**src/rtl/dram_arbiter_pkg.sv**
```systemverilog
// dram_arbiter_pkg: shared sizes and FSM state type for the DRAM arbiter.
package dram_arbiter_pkg;

    localparam int NUM_C_DEF   = 4;
    localparam int DRAM_ADDR_W = 16;
    localparam int DRAM_DATA_W = 16;

    typedef enum logic [1:0] {
        IDLE   = 2'd0,
        ACCESS = 2'd1,
        DONE   = 2'd2
    } state_t;

endpackage

```
**src/rtl/dram_arbiter_rr_picker.sv**
```systemverilog
// rr_picker: combinational round-robin search starting just after last_grant.
module rr_picker #(
    parameter int N     = 4,
    parameter int IDX_W = 2
) (
    input  logic [N-1:0]     eligible,
    input  logic [IDX_W-1:0] last_grant,
    output logic [IDX_W-1:0] grant,
    output logic             valid
);

    logic [IDX_W-1:0] j;

    always_comb begin
        grant = '0;
        valid = 1'b0;
        j     = '0;
        for (int k = 1; k <= N; k++) begin
            j = IDX_W'((int'(last_grant) + k) % N);
            if (!valid && eligible[j]) begin
                grant = j;
                valid = 1'b1;
            end
        end
    end

endmodule

```
**src/rtl/dram_arbiter.sv**
```systemverilog
// dram_arbiter: round-robin sharing of the single-port data DRAM between cores,
// with the loader taking the port whenever it is not mid core access.
module dram_arbiter
    import dram_arbiter_pkg::*;
#(
    parameter int NUM_C  = NUM_C_DEF,
    parameter int ADDR_W = DRAM_ADDR_W,
    parameter int DATA_W = DRAM_DATA_W
) (
    input  logic                     clk,
    input  logic                     rst,
    input  logic [NUM_C-1:0]         req,
    input  logic [NUM_C-1:0]         we,
    input  logic [NUM_C*ADDR_W-1:0]  addr,
    input  logic [NUM_C*DATA_W-1:0]  wdata,
    output logic [NUM_C-1:0]         ack,
    output logic [NUM_C*DATA_W-1:0]  rdata,
    input  logic                     com_en,
    input  logic [ADDR_W-1:0]        com_addr,
    input  logic [DATA_W-1:0]        com_data,
    output logic                     com_ready,
    output logic                     mem_en,
    output logic                     mem_we,
    output logic [ADDR_W-1:0]        mem_addr,
    output logic [DATA_W-1:0]        mem_wdata,
    input  logic [DATA_W-1:0]        mem_rdata,
    output logic                     busy
);

    localparam int IDX_W = (NUM_C > 1) ? $clog2(NUM_C) : 1;

    state_t             state;
    logic [IDX_W-1:0]   gnt;
    logic [IDX_W-1:0]   last_grant;
    logic [IDX_W-1:0]   pick;
    logic               pick_valid;
    logic               lat_we;
    logic [ADDR_W-1:0]  lat_addr;
    logic [DATA_W-1:0]  lat_wdata;
    logic [NUM_C-1:0]   eligible;
    logic               com_go;
    logic               in_access;

    // a core whose ack is high this cycle is masked so it cannot be regranted at once
    assign eligible  = req & ~ack;
    assign in_access = (state == ACCESS);
    assign com_go    = com_en && !in_access;
    assign com_ready = rst || !in_access;
    assign busy      = (state != IDLE);

    rr_picker #(.N(NUM_C), .IDX_W(IDX_W)) u_picker (
        .eligible   (eligible),
        .last_grant (last_grant),
        .grant      (pick),
        .valid      (pick_valid)
    );

    always_ff @(posedge clk or posedge rst) begin
        if (rst) begin
            state      <= IDLE;
            ack        <= '0;
            rdata      <= '0;
            last_grant <= IDX_W'(NUM_C - 1);
            gnt        <= '0;
            lat_we     <= 1'b0;
            lat_addr   <= '0;
            lat_wdata  <= '0;
        end else begin
            ack <= '0;
            case (state)
                IDLE: if (!com_en && pick_valid) begin
                    gnt        <= pick;
                    last_grant <= pick;
                    lat_we     <= we[pick];
                    lat_addr   <= addr[pick*ADDR_W +: ADDR_W];
                    lat_wdata  <= wdata[pick*DATA_W +: DATA_W];
                    state      <= ACCESS;
                end
                ACCESS: state <= DONE;
                DONE: begin
                    ack[gnt] <= 1'b1;
                    if (!lat_we) rdata[gnt*DATA_W +: DATA_W] <= mem_rdata;
                    state <= IDLE;
                end
                default: state <= IDLE;
            endcase
        end
    end

    // gating with rst keeps an aborted write from reaching the memory
    always_comb begin
        mem_en    = !rst && (in_access || com_go);
        mem_we    = !rst && (in_access ? lat_we : com_go);
        mem_addr  = rst ? '0 : in_access ? lat_addr  : com_go ? com_addr : '0;
        mem_wdata = rst ? '0 : in_access ? lat_wdata : com_go ? com_data : '0;
    end

endmodule
```
**config.mk**
```make
export PLATFORM = sky130hd
export DESIGN_NAME = dram_arbiter
export DESIGN_NICKNAME = d
export VERILOG_FILES = /design/src/rtl/dram_arbiter_pkg.sv /design/src/rtl/dram_arbiter_rr_picker.sv /design/src/rtl/dram_arbiter.sv
export SDC_FILE = /design/constraint.sdc
export NUM_CORES = 1
export LEC_CHECK = 0
export CORE_UTILIZATION = 44
export CTS_CLUSTER_DIAMETER = 80
export DETAILED_ROUTE_END_ITERATION = 10
export GPL_ROUTABILITY_DRIVEN = 0
export PLACE_DENSITY = 0.85
export SYNTH_ARGS = -nofsm -noshare
export SYNTH_HDL_FRONTEND = slang
export SYNTH_SLANG_ARGS = --single-unit
```
**constraint.sdc**
```tcl
create_clock -name clk -period 10.5 [get_ports clk]
set_input_delay 2.625 -clock clk [delete_from_list [all_inputs] [get_ports clk]]
set_output_delay 2.625 -clock clk [all_outputs]
set_load 0.02 [all_outputs]
```
Fig. 1: run 1, congestion heat map
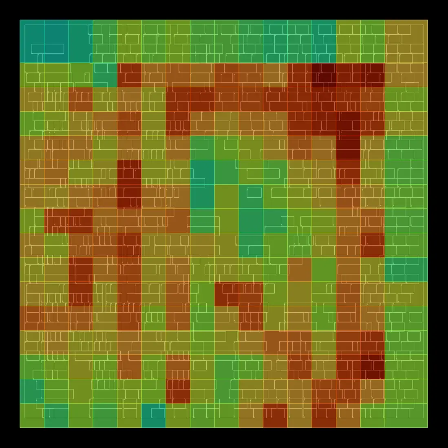
per-cell routed wire length: 19.9 microns
routing usage on met1: 35.5%
fraction of met2 tracks used by global routing: 52.1%

Fig. 2: run 1, signal wires by layer
Only two layers are drawn.
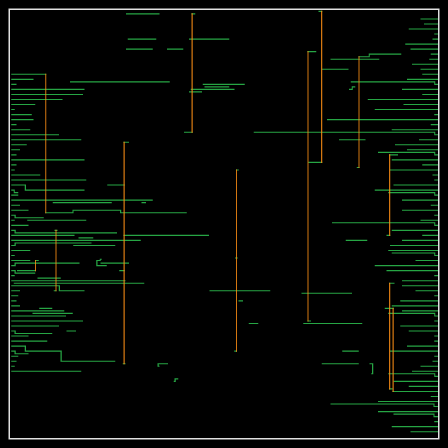
Orange marks metal 4, wire length 413 microns. Green marks metal 3, wire length 1800 microns.
total vias in the final route: 5398
total track usage: 29.9%
drt total wl: 20000 microns

Fig. 3: run 1, pin placement
Pins as bars across the die edge, other pins in gray.
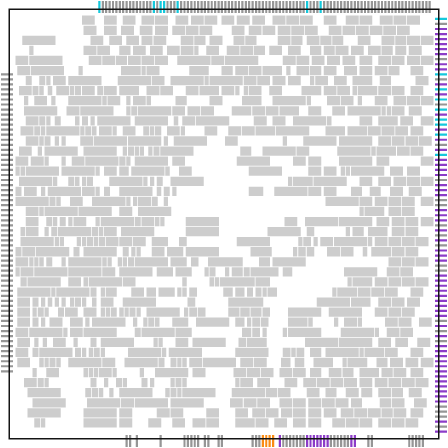
Orange marks `req`, pins 4, direction input, edge south. Cyan marks `com_data`, pins 16, direction input, edge 9 east, 7 north. Purple marks `addr`, pins 64, direction input, edge 54 east, 10 south.
All pins by edge: 98 north, 83 east, 60 west, 50 south.

run 1: synthesized netlist by cell type (all sizes together):
cell type	number
or2	1
and2	4
nand3b	2
ha	5
a22o	32
buf	12
o2bb2ai	1
and3	1
nand2	168
nor2b	5
a21boi	1
a311oi	1
mux2i	66
or3b	1
a221oi	1
o21ai	66
o221ai	33
nor3	1
dfrtp	105
o21a	2
nor3b	4
o31ai	1
nor2	5
clkbuf	26
a21oi	2
nand2b	5
inv	7
bufbuf	2
dfstp	2
run 1: stage by stage:
stage	cell area, sq um	power (mW)	worst slack, ps	hold slack [ps]
finish	8890	2.24	2490	487
global route	8890	2.37	2320	515
CTS	8890	2.25	2470	489
detailed placement	8610	1.91	2470	471
global placement	8610	1.87	2580	461
floorplan	5680	1.42	1910	456
run 1: per-layer routing:
layer | part of all wire, % | vias to the layer above
met3 | 9.0 | 28
met5 | 0 | -
met2 | 50 | 246
li1 | - | 2509
met4 | 2.1 | 0
met1 | 39 | 2615
run 1: final cells by class:
class	count	area (sq um)
Fill cell	958	3720
Timing Repair Buffer	294	2930
Multi-Input combinational cell	408	2750
Sequential cell	107	2680
Clock buffer	9	225
Tap cell	172	215
Clock inverter	6	61.3
Inverter	7	28.8
Antenna cell	1	2.50
run 1: worst min-delay path, stage by stage, from the launching register on:
cell and delay, ps:
dfrtp_1 340, nand2_1 50, o21ai_0 60
run 1: power by group:
group          internal [mW]  switching, mW  leakage (nW)
Combinational          0.537          0.631          2.31
Clock                  0.166          0.162         0.137
Sequential             0.607          0.134          1.33
run 1: sequential cells by signal (all words and copies together), names as in the netlist:
| register | cells |
|---|---|
| lat_wdata | 16 |
| gnt | 2 |
| ack | 4 |
| state | 2 |
| lat_addr | 16 |
| rdata | 64 |
| lat_we | 1 |
| last_grant | 2 |
==> metrics.log, run 1 <==
[report] implementation figures
INFO  metric run_status = completed
INFO  metric post_cts_resized = 0
INFO  metric syn-instance-count = 562
INFO  metric top_family_by_delay_on_critical_path = buffers and inverters
INFO  metric grt_busiest_layer = met2
INFO  metric dp_cells = 988
INFO  metric drt_drc_violations_left = 0
INFO  metric totalNegativeSetupSlack = 0 ps
INFO  metric worst_hold_path_startpoint = rdata[14]
INFO  metric floorplan_die_width = 116 microns
INFO  metric rows = 41
INFO  metric grt.met3_usage = 8.47%
INFO  metric stdcell_count = 1004
INFO  metric final_hold_viol_count = 0
INFO  metric max_cap_violations = 0
INFO  metric hp-class = reg -> reg
INFO  metric grt_setup_unrepaired = false
INFO  metric vias_per_cell = 5.38
INFO  metric worst-slew-pin-transition = 1250 ps
INFO  metric timing.clock.skew = 8.34 ps
INFO  metric worstPathArrival = 5380 ps
INFO  metric reg2reg_setup_slack = 7580 ps
INFO  metric fp_util = 45.0%
INFO  metric clk_root_buffer_cell = clkbuf_16
INFO  metric yosys_cells = 562
INFO  metric chipArea = 13400 sq um
INFO  metric fa_ha_area_share = 1.10%
INFO  metric worstSetupPathType = in -> out
INFO  metric top_logic_kind = AND-OR/OR-AND gates
INFO  metric worst-path-stages = 5
INFO  metric die_h = 116 microns
INFO  metric io_buffers = 290
INFO  metric syn-mean-instance-area = 10.1 sq um
INFO  metric max_freq = 0.125 GHz
INFO  metric syn_area = 5680 sq um
INFO  metric synth.lib_cells_used.distinct = 36
INFO  metric cts-root-to-sink-buffers = 2
INFO  metric start_kind = input pin
INFO  metric critical_path.slowest_cell = and3_1
INFO  metric holdPathEnd = rdata[14]
INFO  metric sequential_fraction_of_the_synthesis_area = 47.2%
INFO  metric postCtsSetupRepairBufs = 0
Fig. 4: run 1, cells colored by class
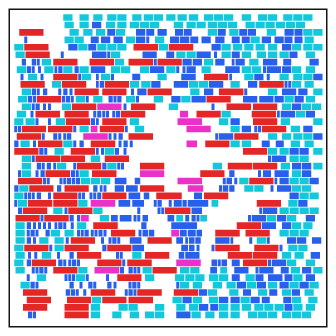

==> run 2: changes to the inputs <==
--- a/config.mk
+++ b/config.mk
@@ -5,11 +5,11 @@
 export SDC_FILE = /design/constraint.sdc
 export NUM_CORES = 1
 export LEC_CHECK = 0
-export CORE_UTILIZATION = 44
+export CORE_UTILIZATION = 37
 export CTS_CLUSTER_DIAMETER = 80
 export DETAILED_ROUTE_END_ITERATION = 10
 export GPL_ROUTABILITY_DRIVEN = 0
-export PLACE_DENSITY = 0.85
+export PLACE_DENSITY = 0.75
 export SYNTH_ARGS = -nofsm -noshare
 export SYNTH_HDL_FRONTEND = slang
 export SYNTH_SLANG_ARGS = --single-unit
==> constraint.sdc (replaced) <==
create_clock -name clk -period 7.2 [get_ports clk]
set_input_delay 1.8 -clock clk [delete_from_list [all_inputs] [get_ports clk]]
set_output_delay 1.8 -clock clk [all_outputs]
set_load 0.02 [all_outputs]
Fig. 5: run 2, cells colored by class
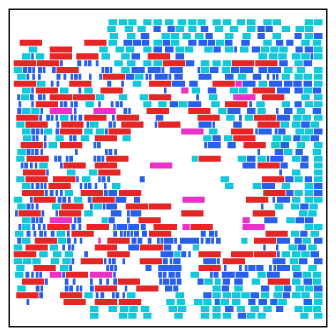
Magenta marks clock drivers and dummy loads, cells 15. Blue marks combinational and other logic, cells 415. Cyan marks other buffers and delay cells, cells 296. Red marks flops, cells 107.

Fig. 6: run 2, clock network drawn from the DEF
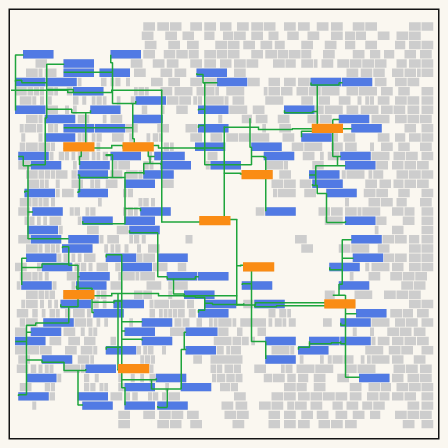
Green marks clock wires, length 1330 microns. Blue marks flip-flops, count 107. Orange marks clock drivers, count 9.
There are 10 routed clock nets.

==> run 2 against run 1 <==
  * Combinational power up 45%
  * Clock power up 44%
  * Worst setup slack worse by 1400 ps
  * Power is 45% higher
  * Sequential cell count unchanged
  * Synthesized area unchanged
  * Non-clock buffer count is 2 higher
==> metrics.log, run 2 <==
[report] implementation figures
INFO  metric run_status = completed
INFO  metric final_hold_viol_count = 0 (unchanged)
INFO  metric die_h = 126 microns (+8.9%)
INFO  metric power.total = 3.24 mW (+45%)
INFO  metric rows = 44 (+7.3%)
INFO  metric max_cap_violations = 0 (unchanged)
INFO  metric worst_hold_path_startpoint = rdata[9]
INFO  metric vias = 5346 (-0.96%)
INFO  metric worstSetupPathType = in -> out
INFO  metric timing.clock.skew = 10.8 ps (+2.42 ps)
INFO  metric syn_area = 5680 sq um (unchanged)
INFO  metric clk_root_buffer_cell = clkbuf_16
INFO  metric insertedDiodeCount = 0 (-1)
INFO  metric worstPathArrival = 4290 ps (-1090 ps)
INFO  metric syn-mean-instance-area = 10.1 sq um (unchanged)
INFO  metric postCtsSetupRepairBufs = 0 (unchanged)
INFO  metric post_cts_resized = 0 (unchanged)
INFO  metric post_dp_cell_area = 8630 sq um (+0.29%)
INFO  metric post_drt_wl_per_cell = 19.9 microns (-0.20%)
INFO  metric yosys_cells = 562 (unchanged)
run 2: cell counts after synthesis:
No cell type changed its count.
run 2: metal layers:
metal | part of all wire [%] | up-vias | GRT usage [%]
met5 | 0 | - | 0
met3 | 9.4 | 34 | 9.60
met2 | 51 | 215 | 45.9
li1 | - | 2515 | -
met4 | 2.4 | 0 | 7.51
met1 | 37 | 2582 | 27.2
run 2: logic make-up after synthesis:
kind of cell,count (synthesis),share of synthesized area (%)
buf+inv,47,5.09
mux,66,11.6
compound gates,140,20.7
fa+ha+maj,5,1.10
flops,107,47.2
simple gates,197,14.4
run 2: report_power, final:
| part | leakage (nW) | internal (mW) | switching (mW) |
|---|---|---|---|
| combinational | 2.32 | 0.785 | 0.910 |
| sequential | 1.33 | 0.886 | 0.191 |
| clock | 0.133 | 0.246 | 0.226 |
run 2: through the flow:
stage          hold WS (ps)  worst slack (ps)  util, %
2_1_floorplan           456               260        -
3_3_place_gp            460              1140     58.5
3_5_place_dp            469              1080     58.5
4_1_cts                 485              1070     60.4
5_1_grt                 514               943     60.4
6_report                482              1110     60.4
run 2: layout make-up:
class	count	area, sq um
fill	1253	5850
timing repair buffer	296	2950
clock inverter	4	33.8
clock buffer	11	243
sequential	107	2680
tap	184	230
inverter	7	28.8
multi-input combinational	408	2740
run 2: worst max-delay path, stage by stage:
cell	delay (ps)
clkdlybuf4s50_1	500
inv_4	370
and3_1	450
buf_4	350
a22o_1	190
clkdlybuf4s50_1	610
Fig. 7: run 2, signal wires by layer
Only two layers are drawn.
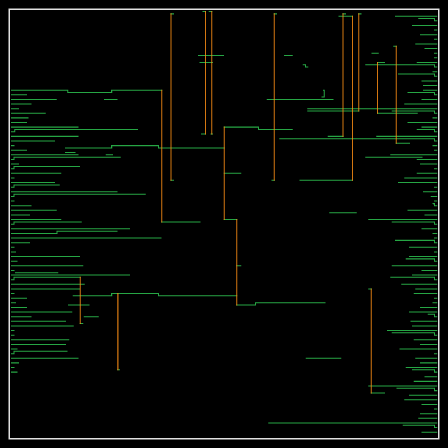

==> run 3: changes to the inputs <==
==> constraint.sdc (replaced) <==
create_clock -name clk -period 5.51 [get_ports clk]
set_input_delay 1.3775 -clock clk [delete_from_list [all_inputs] [get_ports clk]]
set_output_delay 1.3775 -clock clk [all_outputs]
set_load 0.02 [all_outputs]
Fig. 8: run 3, signal wires by layer
Only two layers are drawn.
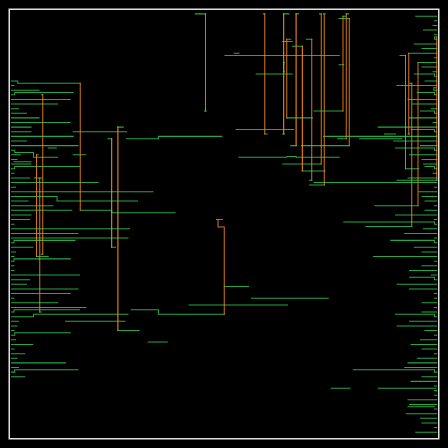
Green marks metal 3, wire length 1810 microns. Orange marks metal 4, wire length 895 microns.
total vias in the final route: 5378
total track usage: 25.4%
per-cell routed wire length: 19.6 microns
drt total wl: 19900 microns

Fig. 9: run 3, cells colored by class
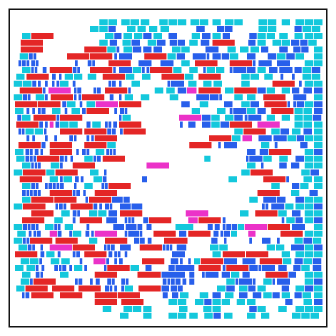
Magenta marks clock drivers and dummy loads, cells 16. Blue marks combinational and other logic, cells 415. Red marks flops, cells 107. Cyan marks other buffers and delay cells, cells 295.

==> run 3 against run 2 <==
  * Clock-buffer cell count down 1
  * Sequential power up about 30%
  * Largest cell class unchanged
  * Sequential cell count unchanged
  * First-iteration DRC count up 11%
  * Critical path type unchanged
  * Critical path depth down 1
==> metrics.log, run 3 <==
[report] implementation figures
INFO  metric critical_path.most_common_cell = clkdlybuf4s50_1
INFO  metric cp_peak_stage_delay = 1020 ps (+410 ps)
INFO  metric xor_xnor_area_share = 0% (unchanged)
INFO  metric synth.cellmix.simpleShare = 14.4% (unchanged)
INFO  metric post_synth_main_area_contributors = dfrtp_1, mux2i_1, nand2_1
INFO  metric critical_path.cell_chain = clkdlybuf4s50_1, clkinvlp_4, and3_1, a22o_1, clkdlybuf4s50_1
INFO  metric critical_path.slowest_cell = and3_1
INFO  metric run_status = completed
INFO  metric place_ws = 237 ps (-839 ps)
INFO  metric clk_root_buffer_cell = clkbuf_16
INFO  metric worstPathArrival = 3910 ps (-380 ps)
INFO  metric syn-mean-instance-area = 10.1 sq um (unchanged)
INFO  metric rows = 44 (unchanged)
INFO  metric final.setup.worst_slack = 223 ps (-886 ps)
INFO  metric top_logic_kind = AND-OR/OR-AND gates
INFO  metric syn_area = 5680 sq um (unchanged)
INFO  metric postCtsSetupRepairBufs = 0 (unchanged)
INFO  metric timing.clock.skew = 10.9 ps (+0.133 ps)
INFO  metric synth-compound-area-share = 20.7% (unchanged)
INFO  metric max_cap_violations = 0 (unchanged)
INFO  metric yosys_cells = 562 (unchanged)
INFO  metric die_h = 126 microns (unchanged)
INFO  metric fa_ha_area_share = 1.10% (unchanged)
INFO  metric path_clk_slew = 70 ps
INFO  metric post_cts_resized = 0 (unchanged)
run 3: cell counts after synthesis:
Identical to the previous run, type by type.
run 3: final timing paths:
kind,startpoint,end,slack (ps)
worst min-delay path,rdata[63],rdata[63],480
max in group asynchronous,rst,rdata[62],2620
worst min register to register,rdata[63],rdata[63],480
worst max-delay path,rst,mem_wdata[3],220
min in group asynchronous,rst,lat_addr[1],1550
worst max register to register,last_grant[1],lat_addr[15],2960
run 3: critical path: cells and delay by family:
kind | cells | cell delay, ps
buffers and inverters | 3 | 1210
AND-OR/OR-AND | 1 | 270
AND/OR/NAND/NOR | 1 | 1020
run 3: area by class of cell:
cell class	count	area, sq um
fillers	1190	5820
repair buffers	295	2950
multi-input cells	408	2750
flip-flops and latches	107	2680
clock buffers	10	239
well taps	184	230
clock inverters	6	56.3
inverters	7	30.0
run 3: metal layers:
metal,track usage [%],up-vias,part of all wire [%]
met3,9.52,49,9.1
met1,28.0,2566,38
met5,0,-,0
met4,12.0,0,4.5
met2,43.2,246,48
li1,-,2517,-
run 3: cell families after synthesis:
family / after synthesis
fa+ha+maj: 5
mux: 66
simple gates: 197
buf+inv: 47
compound gates: 140
flops: 107
run 3: per-stage QoR:
step                      util, %  instances  area [sq um]  hold WS (ps)  total power, mW
final                        60.6       1017          8940           479             4.25
after global placement       58.6       1001          8640           462             3.57
after global routing         60.6       1017          8940           512             4.53
after detailed placement     58.6       1001          8640           471             3.63
after CTS                    60.6       1017          8940           485             4.29
after floorplan                 -        562          5690           456             2.71
run 3: power by group:
group | internal [mW] | switching [mW]
logic | 1.02 | 1.19
registers | 1.16 | 0.246
clock network | 0.330 | 0.309
Power figures rest on the tool's default switching activity, not on a simulated workload.
